==> src/rtl/rom_arb_pkg.sv <==
// Shared constants and FSM state type for the image-ROM share arbiter.
package rom_arb_pkg;

  localparam int IMG_W   = 584;
  localparam int IMG_H   = 167;
  localparam int ROW_W   = 8;
  localparam int COL_W   = 10;
  localparam int COLOR_W = 12;

  typedef enum logic {
    IDLE = 1'b0,
    OWN  = 1'b1
  } arb_state_e;

endpackage

==> src/rtl/rom_share_arbiter_rr_pick.sv <==
// Round-robin picker: one-hot selection of the first set bit of req_i
// at or after index start_i, wrapping around.
module rr_pick #(
  parameter int NREQ  = 2,
  parameter int IDX_W = 1
) (
  input  logic [NREQ-1:0]  req_i,
  input  logic [IDX_W-1:0] start_i,
  output logic [NREQ-1:0]  pick_o
);

  logic [2*NREQ-1:0] dbl;
  logic [2*NREQ-1:0] back;
  logic [NREQ-1:0]   rot;
  logic [NREQ-1:0]   prot;
  logic              found;

  // Rotate so start_i lands at bit 0, take the lowest set bit, rotate back.
  always_comb begin
    dbl   = {req_i, req_i} >> start_i;
    rot   = dbl[NREQ-1:0];
    prot  = '0;
    found = 1'b0;
    for (int k = 0; k < NREQ; k++) begin
      if (!found && rot[k]) begin
        prot[k] = 1'b1;
        found   = 1'b1;
      end
    end
    back   = {prot, prot} << start_i;
    pick_o = back[2*NREQ-1:NREQ];
  end

endmodule

==> src/rtl/rom_share_arbiter.sv <==
// Shares one image ROM between NREQ requesters with burst-limited
// round-robin ownership. Read data returns two cycles after the grant.
// Optional macro ROM_ARB_BOUNDS_CHK_EN: out-of-image coordinates are not
// sent to the ROM and their read returns zero.
module rom_share_arbiter
  import rom_arb_pkg::*;
#(
  parameter int NREQ      = 2,
  parameter int MAX_BURST = 584
) (
  input  logic                  clk,
  input  logic                  reset_n,
  input  logic [NREQ-1:0]       req,
  input  logic [NREQ*ROW_W-1:0] req_row,
  input  logic [NREQ*COL_W-1:0] req_col,
  output logic [NREQ-1:0]       gnt,
  output logic [ROW_W-1:0]      rom_row,
  output logic [COL_W-1:0]      rom_col,
  input  logic [COLOR_W-1:0]    rom_color,
  output logic [NREQ-1:0]       rvalid,
  output logic [COLOR_W-1:0]    rdata
);

  localparam int IDX_W   = (NREQ > 1) ? $clog2(NREQ) : 1;
  localparam int BURST_W = $clog2(MAX_BURST + 1);
  localparam logic [BURST_W-1:0] BURST_MAX = BURST_W'(MAX_BURST);
  localparam logic [IDX_W-1:0]   LAST_IDX  = IDX_W'(NREQ - 1);

  function automatic logic [BURST_W-1:0] sat_inc(input logic [BURST_W-1:0] c);
    return (c >= BURST_MAX) ? BURST_MAX : c + 1'b1;
  endfunction

  function automatic logic [IDX_W-1:0] oh_to_idx(input logic [NREQ-1:0] oh);
    logic [IDX_W-1:0] idx;
    idx = '0;
    for (int k = 0; k < NREQ; k++) begin
      if (oh[k]) idx = IDX_W'(k);
    end
    return idx;
  endfunction

  arb_state_e           state_q, state_d;
  logic [IDX_W-1:0]     owner_q, owner_d;
  logic [BURST_W-1:0]   burst_cnt_q, burst_cnt_d;
  logic [IDX_W-1:0]     start_idx;
  logic [NREQ-1:0]      owner_oh;
  logic [NREQ-1:0]      others;
  logic [NREQ-1:0]      pick;
  logic [NREQ-1:0]      gnt_c;
  logic [ROW_W-1:0]     sel_row;
  logic [COL_W-1:0]     sel_col;
  logic                 oob_c;
  logic [ROW_W-1:0]     rom_row_q;
  logic [COL_W-1:0]     rom_col_q;
  logic [NREQ-1:0]      tag_p0_q, tag_p1_q;
  logic                 oob_p0_q, oob_p1_q;

  // Round-robin search always begins just after the current/last owner.
  always_comb begin
    start_idx = (owner_q == LAST_IDX) ? '0 : owner_q + 1'b1;
    owner_oh  = {{(NREQ-1){1'b0}}, 1'b1} << owner_q;
    others    = req & ~owner_oh;
  end

  rr_pick #(
    .NREQ  (NREQ),
    .IDX_W (IDX_W)
  ) u_rr_pick (
    .req_i   (req),
    .start_i (start_idx),
    .pick_o  (pick)
  );

  // Ownership FSM: next state, owner, burst count and the combinational grant.
  always_comb begin
    state_d     = state_q;
    owner_d     = owner_q;
    burst_cnt_d = burst_cnt_q;
    gnt_c       = '0;
    if (reset_n) begin
      unique case (state_q)
        IDLE: begin
          if (|req) begin
            gnt_c       = pick;
            state_d     = OWN;
            owner_d     = oh_to_idx(pick);
            burst_cnt_d = BURST_W'(1);
          end
        end
        OWN: begin
          if (|(req & owner_oh) && (burst_cnt_q < BURST_MAX || others == '0)) begin
            gnt_c       = owner_oh;
            burst_cnt_d = sat_inc(burst_cnt_q);
          end else if (|others) begin
            gnt_c       = pick;
            owner_d     = oh_to_idx(pick);
            burst_cnt_d = BURST_W'(1);
          end else begin
            state_d     = IDLE;
            burst_cnt_d = '0;
          end
        end
        default: state_d = IDLE;
      endcase
    end
  end

  // Mux the granted requester's coordinates and flag out-of-image reads.
  always_comb begin
    sel_row = '0;
    sel_col = '0;
    for (int k = 0; k < NREQ; k++) begin
      if (gnt_c[k]) begin
        sel_row = req_row[k*ROW_W +: ROW_W];
        sel_col = req_col[k*COL_W +: COL_W];
      end
    end
`ifdef ROM_ARB_BOUNDS_CHK_EN
    oob_c = (sel_col >= COL_W'(IMG_W)) || (sel_row >= ROW_W'(IMG_H));
`else
    oob_c = 1'b0;
`endif
  end

  // FSM state register.
  always_ff @(posedge clk) begin
    if (!reset_n) begin
      state_q     <= IDLE;
      owner_q     <= LAST_IDX;
      burst_cnt_q <= '0;
    end else begin
      state_q     <= state_d;
      owner_q     <= owner_d;
      burst_cnt_q <= burst_cnt_d;
    end
  end

  // Stage p0: ROM address register, updated only on an in-bounds grant.
  always_ff @(posedge clk) begin
    if (!reset_n) begin
      rom_row_q <= '0;
      rom_col_q <= '0;
    end else if (|gnt_c && !oob_c) begin
      rom_row_q <= sel_row;
      rom_col_q <= sel_col;
    end
  end

  // Stages p0/p1: owner tag follows the read while the ROM registers it.
  always_ff @(posedge clk) begin
    if (!reset_n) begin
      tag_p0_q <= '0;
      tag_p1_q <= '0;
    end else begin
      tag_p0_q <= gnt_c;
      tag_p1_q <= tag_p0_q;
    end
  end

  // Out-of-bounds flag travels with the tag; gated by the tag on output.
  always_ff @(posedge clk) begin
    oob_p0_q <= oob_c;
    oob_p1_q <= oob_p0_q;
  end

  assign gnt     = gnt_c;
  assign rom_row = rom_row_q;
  assign rom_col = rom_col_q;
  assign rvalid  = tag_p1_q;
  assign rdata   = (|tag_p1_q && !oob_p1_q) ? rom_color : '0;

endmodule
==> config.mk <==
export PLATFORM = sky130hd
export DESIGN_NAME = rom_share_arbiter
export DESIGN_NICKNAME = d
export VERILOG_FILES = /design/src/rtl/rom_arb_pkg.sv /design/src/rtl/rom_share_arbiter_rr_pick.sv /design/src/rtl/rom_share_arbiter.sv
export SDC_FILE = /design/constraint.sdc
export NUM_CORES = 1
export LEC_CHECK = 0
export CAP_MARGIN = 15
export CORE_AREA = 2 2 79 81
export CTS_BUF_LIST = sky130_fd_sc_hd__clkbuf_8
export CTS_CLUSTER_DIAMETER = 150
export DETAILED_ROUTE_END_ITERATION = 6
export DIE_AREA = 0 0 81 83
export GPL_TIMING_DRIVEN = 0
export PLACE_DENSITY = 0.67
export SYNTH_ARGS = -nofsm -noshare
export SYNTH_HDL_FRONTEND = slang
export SYNTH_SLANG_ARGS = --single-unit
==> constraint.sdc <==
create_clock -name clk -period 3.4 [get_ports clk]
set_clock_uncertainty 0.2 [all_clocks]
set_input_delay 0.51 -clock clk [delete_from_list [all_inputs] [get_ports clk]]
set_output_delay 0.51 -clock clk [all_outputs]
set_load 0.02 [all_outputs]
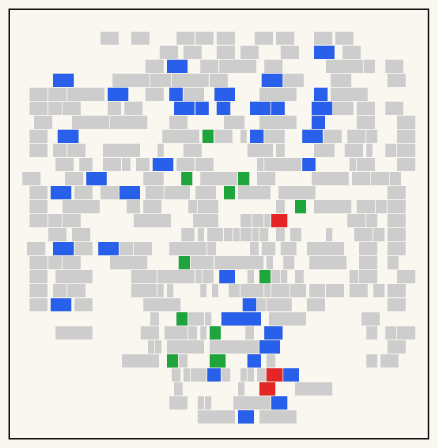
Run 1: logic cells by family
Green stands for AND and OR gates, cells 11. Blue stands for AND-OR and OR-AND gates, cells 36. Red stands for XOR/XNOR gates, cells 3.
number of cells in the finished layout apart from fillers: 368
combinational fraction of the cell area: 0.395
commonest non-fill, non-tap cell in the layout: sky130_fd_sc_hd__clkdlybuf4s50_1

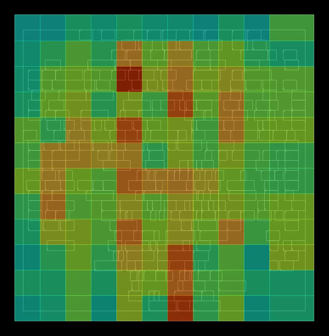
Run 1: routing congestion map
M1 GR Usage: 0.203
most used routing layer in global routing: met2
detail-routed net length per standard cell: 14.7 um
utilization after layout: 0.518
met3 Track Usage GR: 0.0641

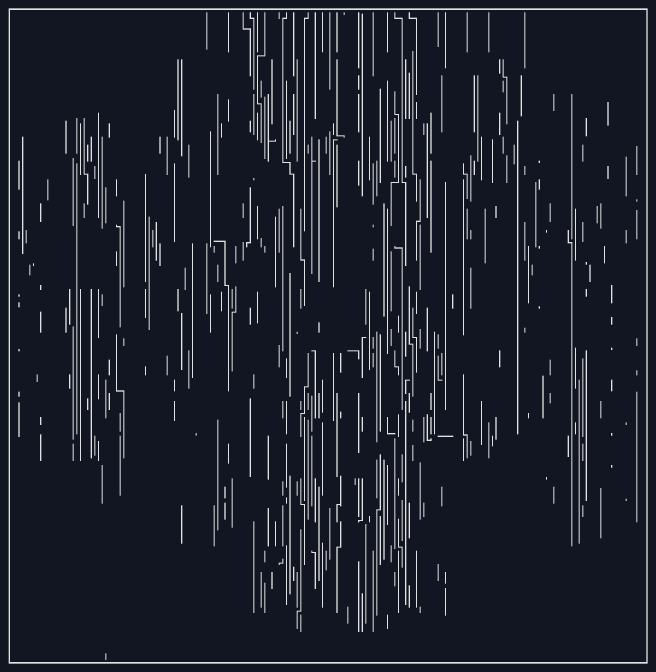
Run 1: signal wires on met2
The wires run mostly vertical. The layer carries 2380 um of wire. The longest straight run is 39.8 um. 289 nets have wire on it. The layer holds 44% of the routed length.
via count of the routed design: 1872
total detailed-routing wirelength: 5410 um
global-route track usage on met2: 0.249

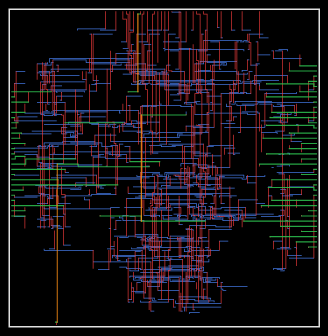
Run 1: wiring by layer
Blue stands for met1, wire length 2440 um. Red stands for met2, wire length 2380 um. Orange stands for met4, wire length 89.8 um. Green stands for met3, wire length 492 um.
overall routing resource usage: 0.162

==> design notes, run 1 <==
The part of the cycle the worst path needs was 0.972. The run gives 0.343 for the part of the Yosys area used for sequential elements. Setup total negative slack on the finished layout was measured at 0 ns.

The run gives 86 for the number of ports placed on the die boundary. The OpenROAD warning count was 28. The skew report gives the latency at the later pin of the worst-skew pair as 0.29 ns.

The final max-slew violation count recorded for this run is 0. The total sequential power is 0.000438 W, and the register-to-register setup slack is 1.33 ns. The initial antenna violation count is 0.

With the proportion of power drawn by flip-flops and latches at 0.418, the count of library flops with an enable pin is 0. Per the post-route antenna check, the number of violating nets is 0. Looking at the hold checks, the worst path lands on rvalid[0]. Cell internal power was estimated by the tool at 0.000747 W.

The run gives 6 for the clock buffer instance count of the final layout. The signal on the critical path passes through o311a_4 -> o311ai_4 -> and2_1 -> buf_6 -> and3_1 -> clkdlybuf4s50_1. Per the detail_route report, DRC violations left total 0. The cell area after placement was 2920 um^2; the count of flip-flops and latches was 34.

The run gives 83 um for the vertical die dimension. The smallest hold slack is 0.239 ns. The tools report the largest net degree at the start of global routing as 11.

The beginning of the worst hold path was tag_p0_q[0]. In the final layout, excluding clock inverters the inverter count is 6. Leading power group: sequential cells. The pin closest to its max-slew limit shows a slew of 0.506 ns.

For the worst flop-to-flop path, the logic depth is 5. From the final report, the count of setup violators was given as 0. For the number of iterations in the first detailed-routing pass, the log shows 4.

The clock root buffer is sky130_fd_sc_hd__clkbuf_8. Of all cell types, the one taking the most synthesized area is sky130_fd_sc_hd__dfxtp_1. The logs give 2380 um for the routed wire length on met2 and 2 for the number of gates resized after cts.

All stages included, the depth of the critical timing path comes to 6. The share of final-layout standard cells stronger than drive strength 1 is 0.106. The run finished with clean final reports. The synthesized-area fraction occupied by adder cells works out to 0.0126. The post-synthesis async set-or-reset flop share is 0. STA classifies the critical path startpoint as a flop. With the total power draw at 0.00105 W, the minimum clock period is 3.30 ns.

The final design instance area without fill is 3010 um^2, and the final-layout non-clock buffer area share is 0.310. The total power divided by cell area is 348 nW/um^2, and the largest vdd supply drop is 0.152 mV. The count of routing violations after the opening detailed-route iteration is 136, and the wire length on met1 is 2440 um.
Run 1, placement density heat map:
The die is cut into 8 by 8 equal tiles; white is low, dark blue is high, 0 to 100% covered.
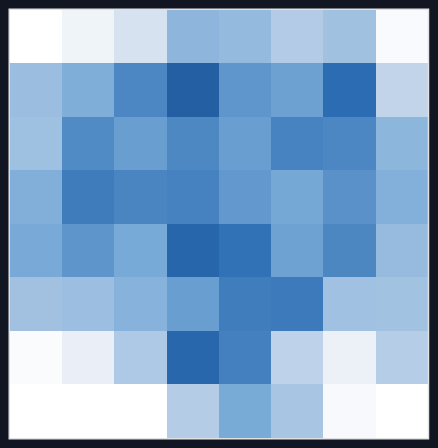

## Run 2: what changed since run 1
--- a/config.mk
+++ b/config.mk
@@ -6,13 +6,13 @@
 export NUM_CORES = 1
 export LEC_CHECK = 0
 export CAP_MARGIN = 15
-export CORE_AREA = 2 2 79 81
+export CORE_AREA = 2 2 65 74
 export CTS_BUF_LIST = sky130_fd_sc_hd__clkbuf_8
 export CTS_CLUSTER_DIAMETER = 150
 export DETAILED_ROUTE_END_ITERATION = 6
-export DIE_AREA = 0 0 81 83
+export DIE_AREA = 0 0 67 76
 export GPL_TIMING_DRIVEN = 0
-export PLACE_DENSITY = 0.67
+export PLACE_DENSITY_LB_ADDON = 0.25
 export SYNTH_ARGS = -nofsm -noshare
 export SYNTH_HDL_FRONTEND = slang
 export SYNTH_SLANG_ARGS = --single-unit
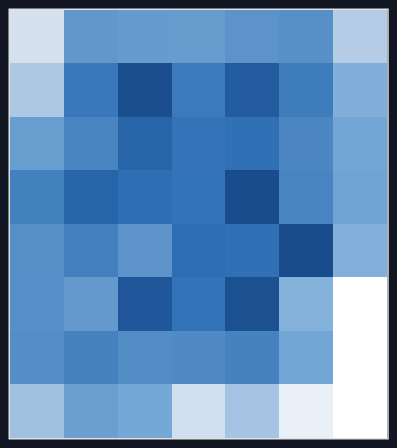
Run 2: placement density heat map
The die is cut into 7 by 8 equal tiles; white is low, dark blue is high, 0 to 100% covered.
The mean over all tiles is 58%. 5.4% of the tiles are nearly empty. The emptiest ninth of the die: bottom right.
floorplan core area: 4420 um^2
starting density of the core: 0.448
utilization after layout: 0.679

==> design notes, run 2 <==
The run finished with clean final reports. The sum of negative setup slack came out at 0 ns (unchanged). The layer with the highest usage is met2 (unchanged). Post-synthesis async set-or-reset flop share: 0 (unchanged). For the global routing usage summed across all routing layers, the log shows 0.210 (was 0.162). With the final design instance area without fill at 3010 um^2 (about the same), the part of the Yosys area used for sequential elements is 0.343 (unchanged). The number of cells traversed by the worst register-to-register path was 5 (unchanged). The beginning of the worst hold path is tag_p0_q[1] (was tag_p0_q[0]).

The run gives 2890 um^2 (was 2920 um^2) for the cell area after placement. The logs give 2360 um (was 2380 um) for the routed wire length on met2 and 0.000438 W (about the same) for the total sequential power. The DRC violations left is 0 (unchanged), and the final-layout non-clock buffer area share is 0.310 (about the same).

Type of origin of the critical path: a flop (unchanged). The count of library flops with an enable pin works out to 0 (unchanged). OpenROAD warning count: 28 (unchanged). Worst path cell trace: o311a_4 -> o311ai_4 -> and2_1 -> buf_6 -> and3_1 -> clkdlybuf4s50_1 (unchanged). The run gives 6 (unchanged) for the logic depth of the worst path, buffers included. The most common cell after layout, fill and taps aside was sky130_fd_sc_hd__clkdlybuf4s50_1 (unchanged). Top cell type by total area after synthesis: sky130_fd_sc_hd__dfxtp_1 (unchanged).

The run gives 8 (was 6) for the clock buffer instance count of the final layout. Endpoint of the worst hold path: rvalid[1] (was rvalid[0]). The tools report the count of non-filler cells in the finished layout as 349 (was 368).

Leading power group: sequential cells (unchanged). The logs give 1910 (was 1872) for the total number of vias and 0.404 (was 0.418) for the proportion of power drawn by flip-flops and latches. The run gives 0.214 mV (was 0.152 mV) as the largest vdd supply drop. For the smallest hold slack, the log shows 0.234 ns (was 0.239 ns). The wire length on met1 was 2230 um (was 2440 um). The global routing usage on met2 was 0.339 (was 0.249).

The final tally of max-slew violations is 0 (unchanged). The total power divided by cell area is 361 nW/um^2 (was 348 nW/um^2), and the met1 capacity usage during global routing is 0.257 (was 0.203). The number of ports placed on the die boundary was 86 (unchanged). With the count of routing violations after the opening detailed-route iteration at 66 (was 136), the slew at the pin closest to its max-slew limit is 0.498 ns (was 0.506 ns).

The run gives 5000 um (was 5410 um) for the total wire length. Minimum clock period: 3.31 ns (was 3.30 ns). The run gives 14.3 um (was 14.7 um) for the detailed-route wire length per cell.

The part of the cycle the worst path needs is 0.973 (was 0.972). The run gives 0.29 ns (about the same) as the later-pin clock latency in the skew report. The largest net degree at the start of global routing is 11 (unchanged). The tools report the clock root buffer as sky130_fd_sc_hd__clkbuf_8 (unchanged). The count of inverters not on the clock network in the layout works out to 6 (unchanged).
No activity file was given, so power comes from the tool's default toggle rates.
